--- config.mk ---
export PLATFORM = sky130hd
export DESIGN_NAME = video_sprite_display
export DESIGN_NICKNAME = d
export VERILOG_FILES = /design/src/rtl/video_sprite_display.sv
export SDC_FILE = /design/constraint.sdc
export NUM_CORES = 1
export LEC_CHECK = 0
export CAP_MARGIN = 25
export CELL_PAD_IN_SITES_DETAIL_PLACEMENT = 0
export CELL_PAD_IN_SITES_GLOBAL_PLACEMENT = 2
export CORE_MARGIN = 2
export CORE_UTILIZATION = 30
export DETAILED_ROUTE_END_ITERATION = 12
export GPL_TIMING_DRIVEN = 0
export PLACE_DENSITY_LB_ADDON = 0.05
export SETUP_SLACK_MARGIN = 0.05
export SLEW_MARGIN = 5
export SYNTH_ARGS = -nofsm -noshare
export SYNTH_HDL_FRONTEND = slang
export SYNTH_SLANG_ARGS = --single-unit
--- constraint.sdc ---
create_clock -name pixel_clk -period 4.56 [get_ports pixel_clk]
set_input_delay 0.684 -clock pixel_clk [delete_from_list [all_inputs] [get_ports pixel_clk]]
set_output_delay 0.684 -clock pixel_clk [all_outputs]
set_load 0.02 [all_outputs]
--- src/rtl/video_sprite_display.sv ---
// rtl/video_sprite_display.sv - bouncing 1-bpp ROM sprite renderer with border, power-of-two scaling
// and ROM latency compensation; pixel_data trails the sampled coordinates by ROM_LAT+1 clocks.
module video_sprite_display #(
  parameter int          H_DISP       = 800,
  parameter int          V_DISP       = 600,
  parameter int          IMG_W        = 256,
  parameter int          IMG_H        = 256,
  parameter int          ADDR_W       = 16,
  parameter int          SCALE_LOG2   = 0,
  parameter int          BORDER_W     = 2,
  parameter int          ROM_LAT      = 1,
  parameter int          STEP         = 1,
  parameter logic [23:0] FG_COLOR     = 24'hC030A0,
  parameter logic [23:0] BG_COLOR     = 24'h000000,
  parameter logic [23:0] BORDER_COLOR = 24'hFF0000
) (
  input  logic              pixel_clk,
  input  logic              sys_rst_n,
  input  logic [10:0]       pixel_xpos,
  input  logic [10:0]       pixel_ypos,
  input  logic              move_en,
  input  logic              invert,
  input  logic              rom_data,
  output logic [ADDR_W-1:0] rom_addr,
  output logic [23:0]       pixel_data,
  output logic [10:0]       img_x,
  output logic [10:0]       img_y,
  output logic              bounce
);

  localparam int SW    = IMG_W << SCALE_LOG2;
  localparam int SH    = IMG_H << SCALE_LOG2;
  localparam int MAX_X = H_DISP - SW;
  localparam int MAX_Y = V_DISP - SH;

  typedef enum logic {INC, DEC} dir_e;

  logic [10:0]        img_x_q, img_x_d, img_y_q, img_y_d;
  dir_e               dir_x_q, dir_x_d, dir_y_q, dir_y_d;
  logic               bounce_q, bounce_d;
  logic [ADDR_W-1:0]  rom_addr_q, rom_addr_d;
  logic               in_img_q, in_img_d, in_brd_q, in_brd_d;
  logic [ROM_LAT-1:0] img_pipe_q, img_pipe_d, brd_pipe_q, brd_pipe_d;
  logic [23:0]        pixel_data_q, pixel_data_d;
  logic [11:0]        rx, ry;
  logic               tick, refl_x, refl_y;

  // An axis whose footprint fills the screen (lim==0) never moves and never reflects.
  function automatic void axis_step(
    input  logic [10:0] pos,
    input  dir_e        dir,
    input  logic [10:0] lim,
    output logic [10:0] pos_n,
    output dir_e        dir_n,
    output logic        refl
  );
    pos_n = pos;
    dir_n = dir;
    refl  = 1'b0;
    if (lim != 11'd0) begin
      if (dir == INC) begin
        if (({1'b0, pos} + 12'(STEP)) >= {1'b0, lim}) begin
          pos_n = lim;
          dir_n = DEC;
          refl  = 1'b1;
        end else begin
          pos_n = pos + 11'(STEP);
        end
      end else if (pos <= 11'(STEP)) begin
        pos_n = '0;
        dir_n = INC;
        refl  = 1'b1;
      end else begin
        pos_n = pos - 11'(STEP);
      end
    end
  endfunction

  always_comb begin
    rx = {1'b0, pixel_xpos} - {1'b0, img_x_q};
    ry = {1'b0, pixel_ypos} - {1'b0, img_y_q};
    in_img_d = (pixel_xpos >= img_x_q) && (rx < 12'(SW)) &&
               (pixel_ypos >= img_y_q) && (ry < 12'(SH));
    in_brd_d = in_img_d && ((rx < 12'(BORDER_W)) || (rx >= 12'(SW - BORDER_W)) ||
                            (ry < 12'(BORDER_W)) || (ry >= 12'(SH - BORDER_W)));
    rom_addr_d = '0;
    if (in_img_d) begin
      rom_addr_d = ADDR_W'((({20'd0, ry} >> SCALE_LOG2) * IMG_W) + ({20'd0, rx} >> SCALE_LOG2));
    end

    // Flags ride alongside the ROM read so they meet rom_data on the same edge.
    img_pipe_d    = img_pipe_q;
    brd_pipe_d    = brd_pipe_q;
    img_pipe_d[0] = in_img_q;
    brd_pipe_d[0] = in_brd_q;
    for (int i = 1; i < ROM_LAT; i++) begin
      img_pipe_d[i] = img_pipe_q[i-1];
      brd_pipe_d[i] = brd_pipe_q[i-1];
    end

    pixel_data_d = BG_COLOR;
    if (brd_pipe_q[ROM_LAT-1]) begin
      pixel_data_d = BORDER_COLOR;
    end else if (img_pipe_q[ROM_LAT-1] && (rom_data ^ invert)) begin
      pixel_data_d = FG_COLOR;
    end
  end

  always_comb begin
    tick    = (pixel_xpos == 11'(H_DISP - 1)) && (pixel_ypos == 11'(V_DISP - 1));
    img_x_d = img_x_q;
    img_y_d = img_y_q;
    dir_x_d = dir_x_q;
    dir_y_d = dir_y_q;
    refl_x  = 1'b0;
    refl_y  = 1'b0;
    if (tick && move_en) begin
      axis_step(img_x_q, dir_x_q, 11'(MAX_X), img_x_d, dir_x_d, refl_x);
      axis_step(img_y_q, dir_y_q, 11'(MAX_Y), img_y_d, dir_y_d, refl_y);
    end
    bounce_d = refl_x | refl_y;
  end

  always_ff @(posedge pixel_clk or negedge sys_rst_n) begin
    if (!sys_rst_n) begin
      img_x_q      <= 11'(MAX_X / 2);
      img_y_q      <= 11'(MAX_Y / 2);
      dir_x_q      <= INC;
      dir_y_q      <= INC;
      bounce_q     <= 1'b0;
      rom_addr_q   <= '0;
      in_img_q     <= 1'b0;
      in_brd_q     <= 1'b0;
      img_pipe_q   <= '0;
      brd_pipe_q   <= '0;
      pixel_data_q <= '0;
    end else begin
      img_x_q      <= img_x_d;
      img_y_q      <= img_y_d;
      dir_x_q      <= dir_x_d;
      dir_y_q      <= dir_y_d;
      bounce_q     <= bounce_d;
      rom_addr_q   <= rom_addr_d;
      in_img_q     <= in_img_d;
      in_brd_q     <= in_brd_d;
      img_pipe_q   <= img_pipe_d;
      brd_pipe_q   <= brd_pipe_d;
      pixel_data_q <= pixel_data_d;
    end
  end

  assign rom_addr   = rom_addr_q;
  assign pixel_data = pixel_data_q;
  assign img_x      = img_x_q;
  assign img_y      = img_y_q;
  assign bounce     = bounce_q;

endmodule

Run 1, routing congestion:
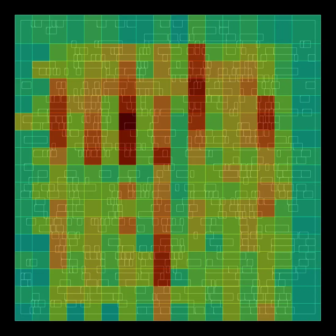
met1 Track Usage GR: 25.29%
global routing usage on met3: 2.903%

Run 1, where the registers sit:
Scale bar: 20 µm. Other sequential cells in the stronger grey, the rest of the logic in the fainter grey.
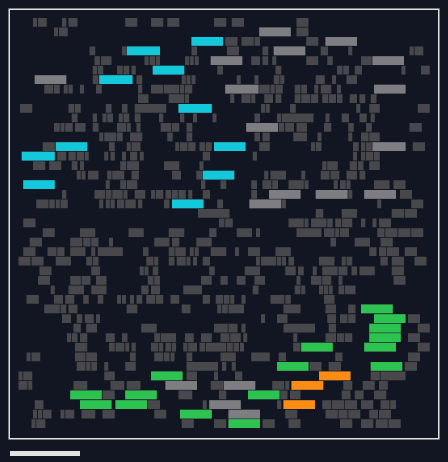
[`rom_addr`] green | sequential cells: 16
[`img_y`] cyan | sequential cells: 11
[`pixel_data`] orange | sequential cells: 3
not coloured: 18
Sequential cell area: 0.001209 mm²
Seq area share: 22.50%
Seq group: 0.426 mW

==> run_results.csv, run 1 <==
group,metric,value,unit
placement,post-place-ws,-0.03580,ns
final_layout,fin_area,0.005373,mm²
setup_path,cp-end-kind,"flip-flop",
setup_path,crit_chain,"clkdlybuf4s50_1 -> inv_1 -> ha_1 -> inv_1 -> fa_1 -> a21oi_1 -> o211ai_1 -> o41ai_1 -> xnor2_1 -> ha_1 -> o2111ai_1 -> nand3_1 -> o31ai_1 -> a21boi_0 -> xnor2_1 -> nor2_4",
setup_path,r2r-end,"rom_addr[13]",
logic_synthesis,ys.flops,48,
setup_path,ff2ff_path_depth,14,
logic_synthesis,topCellsByArea,"dfrtp_1, ha_1, a21oi_1, nand2_1, buf_4",
job,max_cap_viol_count,0,
logic_synthesis,ys_types,63,
route,drt_drc_violations_left,0,
route,wl_met2,5782,µm
power,p_clk_share,38.7,%
setup_path,cp_max_fo,5,
logic_synthesis,syn_inst,517,
setup_path,r2r_slack,0.74,ns
clock_network,htreeDepth,2,
final_layout,dominant_cells,"combinational gates",
final_timing,hold_viol,0,
die,core-area,0.01372,mm²
setup_path,worst_path_largest_cell_delay,0.47,ns
final_layout,fin_cells,794,
power,p_leak,2.174,nW
placement,placed_cells,786,
setup_path,crit_path_top_delay_cell,"o41ai_1",
logic_synthesis,synth_top_flop_cell,"dfrtp_1",
setup_path,critical_path_required,4.74,ns
final_layout,syn2layout_area_growth,29.03,%
final_layout,comb_area_share,48.58,%
die,fp.dieH,121.8,µm
clock_network,cts_setup_buffers,0,
power,clock_net_power,0.392,mW
grt,gr-total-overflow,0,
final_timing,whs,0.3198,ns
route,antenna_left,0,
power,sw_frac_of_total,28.23,%
final_layout,largest_reg_flops,16,
hold_path,min_path_type,"primary input to asynchronous set/reset pin",
route,met1_length,6237,µm
die,die_x,121.8,µm
setup_path,crit_end,"rom_addr[13]",
power,finalPower,1.015,mW
setup_path,cp_data_arrival_time,4.38,ns
power,internal-power,0.7283,mW
clock_network,cts_tree,"built",
power,vdd.ir_drop.worst,0.1284,mV
grt,grt_max_degree,32,
logic_synthesis,ys_cells,517,
logic_synthesis,yosysTopAreaCell,"dfrtp_1",
final_layout,mi_logic_area,0.002610,mm²
route,viasPerCell,5.165,
clock_network,postCtsResizedCells,0,
die,die-area,0.01484,mm²
die,n_tap_cell,180,
logic_synthesis,edf_count,0,
clock_network,ctsHoldBuffers,0,
final_layout,diodes,0,
final_layout,fin_nets,674,
logic_synthesis,synth_area,0.004164,mm²
route,first_pass_iters,5,
power,seq_power_share,42.0,%
logic_synthesis,ys_area,0.004164,mm²
final_layout,clock_area_share,2.771,%
final_layout,drive_gt1_share,9.121,%
final_layout,layout_top_cell,"clkdlybuf4s50_1",
final_layout,final_util,39.16,%
logic_synthesis,top_cell,"nand2_1",
clock_network,cts_buffers,5,
final_layout,n_all_inverters,42,
power,switching_power,0.2865,mW
final_layout,clkbuf_count,6,
final_timing,skew,0.01473,ns
final_timing,rsz0062_at_grt,"no",
status,outcome,"finished, final reports clean",
route,wl_met3,576,µm
clock_network,clkSinkCount,48,
final_timing,setup_ws,0.3657,ns
placement,routabilityCongestion,0.8608,
clock_network,clk_pin_slew,0.06,ns
clock_network,clock_latency,0.31,ns
logic_synthesis,synth_area_per_cell,8.054,µm²
clock_network,clockBufferDepth,2,
route,drt_iter0_drc,351,
Run 1, metal layers overlaid:
Two of the layers only.
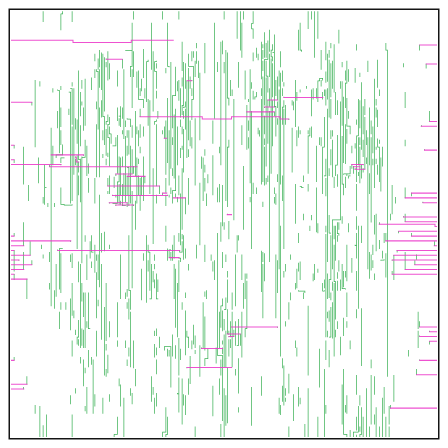
[M2] green | wire length: 5780 µm
[M3] magenta | wire length: 577 µm
final wirelength: 12730 µm
Via Count: 4101
drt wl/cell: 16.03 µm
GRT Total Usage: 17.71%

## run 1: cells by family (layout without fill, tap and decap cells)
logic type / after synthesis / count (layout) / share of synthesized area (%)
AOI/OAI and AO/OA: 150 / 150 / 23.95
other: 1 / 12 / 0.09006
adders and majority gates: 34 / 34 / 10.58
and+or+nand+nor: 183 / 183 / 22.42
buffers and inverters: 80 / 166 / 9.465
muxes: 2 / 2 / 0.4808
xor gates and xnor gates: 19 / 19 / 3.996
DFF: 48 / 48 / 29.03
## run 1: worst max-delay path, delay by kind of cell
kind	cells	cell delay (ns)
buffers and inverters	3	0.57
and+or+nand+nor	2	0.16
AOI/OAI and AO/OA	6	1.60
adders and majority gates	3	0.87
xor gates and xnor gates	2	0.48
Run 1, metal 1:
Scale bar: 20 µm. Supply wires on this layer in grey.
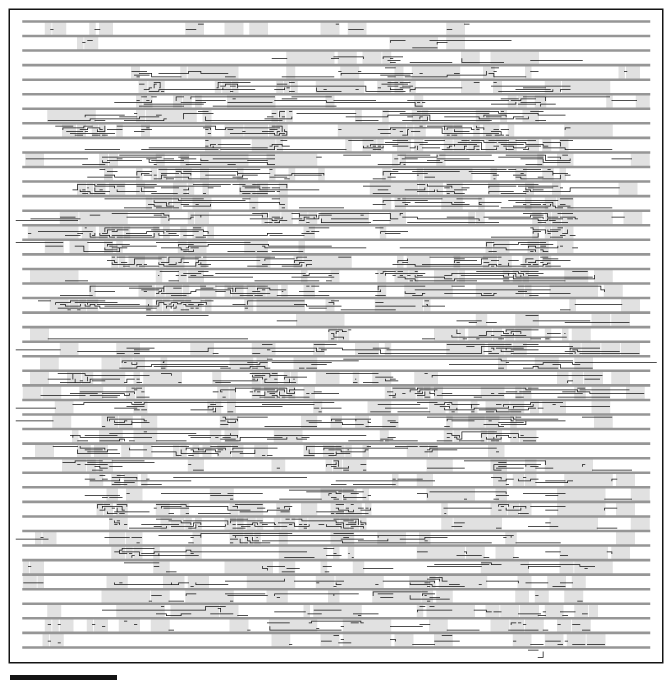

--- run 2 (diff from run 1) ---
--- a/config.mk
+++ b/config.mk
@@ -9,10 +9,12 @@
 export CELL_PAD_IN_SITES_DETAIL_PLACEMENT = 0
 export CELL_PAD_IN_SITES_GLOBAL_PLACEMENT = 2
 export CORE_MARGIN = 2
-export CORE_UTILIZATION = 30
+export CORE_UTILIZATION = 31
+export CTS_BUF_LIST = sky130_fd_sc_hd__clkbuf_4 sky130_fd_sc_hd__clkbuf_8
 export DETAILED_ROUTE_END_ITERATION = 12
 export GPL_TIMING_DRIVEN = 0
-export PLACE_DENSITY_LB_ADDON = 0.05
+export PLACE_DENSITY_LB_ADDON = 0.12
+export RECOVER_POWER = 25
 export SETUP_SLACK_MARGIN = 0.05
 export SLEW_MARGIN = 5
 export SYNTH_ARGS = -nofsm -noshare
Run 2, metal 1:
Scale bar: 20 µm. Supply wires on this layer in grey.
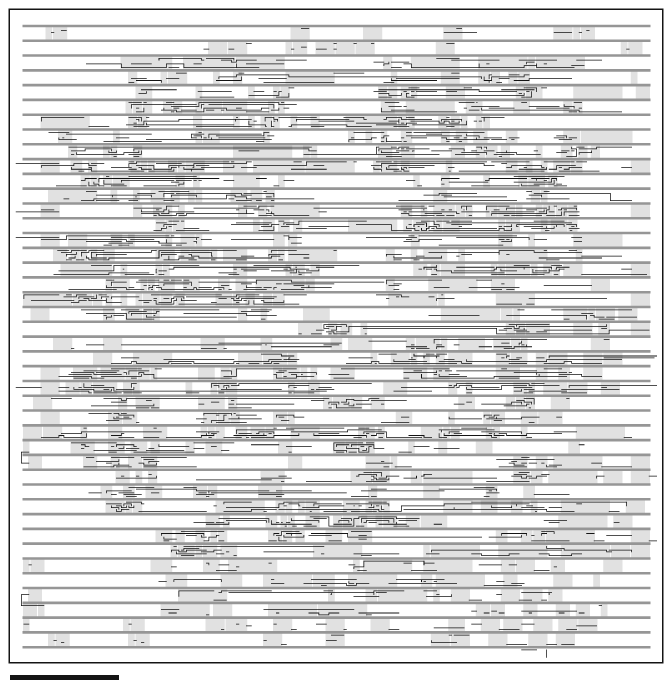
longest straight run: 44.6 µm
wire length on this layer: 6050 µm
met1 Track Usage GR: 24.14%
Via Count: 4089
final wirelength: 12560 µm

Run 2, where the registers sit:
Scale bar: 20 µm. Other sequential cells in the stronger grey, the rest of the logic in the fainter grey.
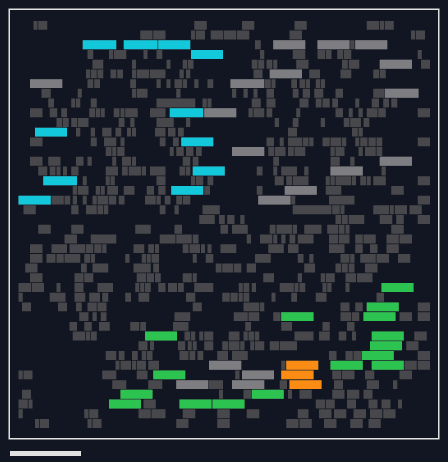
[`rom_addr`] green | sequential cells: 16
[`pixel_data`] orange | sequential cells: 3
[`img_y`] cyan | sequential cells: 11
not coloured: 18
post-layout util: 40.42%
Seq area share: 22.67%

==> run_results.csv, run 2 <==
group,metric,value,unit
logic_synthesis,yosysTopAreaCell,"dfrtp_1",
die,die-area,0.01437,mm²
final_timing,skew,0.01687,ns
status,violations,"capacitance limit, slew limit",
final_timing,slew_viol_final,31,
final_layout,fin_cells,790,
final_layout,drive_gt1_share,8.632,%
final_layout,largest_reg_flops,16,
placement,placed_cells,782,
route,wl_met3,579,µm
die,core-area,0.01319,mm²
final_timing,hold_viol,0,
logic_synthesis,logic_family,"AND-OR/OR-AND gates",
final_timing,rsz0062_at_grt,"no",
logic_synthesis,ys_area,0.004164,mm²
setup_path,critPathTopFamily,"AND-OR/OR-AND gates",
clock_network,cts_buffers,5,
route,wire_per_inst,15.90,µm
logic_synthesis,ys_sh_mux,0.4808,%
logic_synthesis,xor_share,3.996,%
route,drt_drc_violations_left,0,
final_layout,layout_top_cell,"clkdlybuf4s50_1",
grt,grt_max_degree,31,
setup_path,worst_path_largest_cell_delay,0.62,ns
setup_path,ff2ff_path_depth,13,
job,max_cap_viol_count,1,
final_timing,setup_ws,0.3433,ns
hold_path,min_path_type,"flip-flop to flip-flop",
logic_synthesis,syn_inst,517,
status,outcome,"complete, but fails checks",
power,vdd.ir_drop.worst,0.09876,mV
logic_synthesis,ys.flops,48,
clock_network,clockBufferDepth,2,
clock_network,clk_pin_slew,0.10,ns
route,viasPerCell,5.176,
setup_path,cp_max_fo,5,
clock_network,postCtsResizedCells,0,
final_timing,whs,0.3591,ns
final_layout,fin_area,0.005331,mm²
clock_network,htreeDepth,2,
clock_network,cts_setup_buffers,0,
die,die_x,119.9,µm
setup_path,cp_num_buf_inv,3,
logic_synthesis,top_cell,"nand2_1",
setup_path,r2r-end,"rom_addr[14]",
logic_synthesis,simple_gate_area_share,22.42,%
clock_network,clkSinkCount,48,
[run 2: cells by family after synthesis]
family / after synthesis
adders and majority gates: 34
other: 1
xor gates and xnor gates: 19
DFF: 48
muxes: 2
AOI/OAI and AO/OA: 150
buffers and inverters: 80
and+or+nand+nor: 183
[run 2: final cells by class]
type / instances / area, µm²
multi-input combinational: 400 / 2603
inverter: 42 / 157.7
fill: 1393 / 7859
tap: 176 / 220.2
buffer: 38 / 236.5
clock buffer: 5 / 68.82
timing repair buffer: 78 / 768.2
clock inverter: 3 / 68.82
sequential: 48 / 1209
[run 2: report_power, final]
part | leakage (nW) | internal (mW) | total, mW | switching [mW]
sequential | 0.607 | 0.426 | 0.426 | 0.0000339
clock | 0.0687 | 0.221 | 0.394 | 0.173
combinational | 1.47 | 0.0830 | 0.194 | 0.111
Power figures rest on the tool's default switching activity, not on a simulated workload.
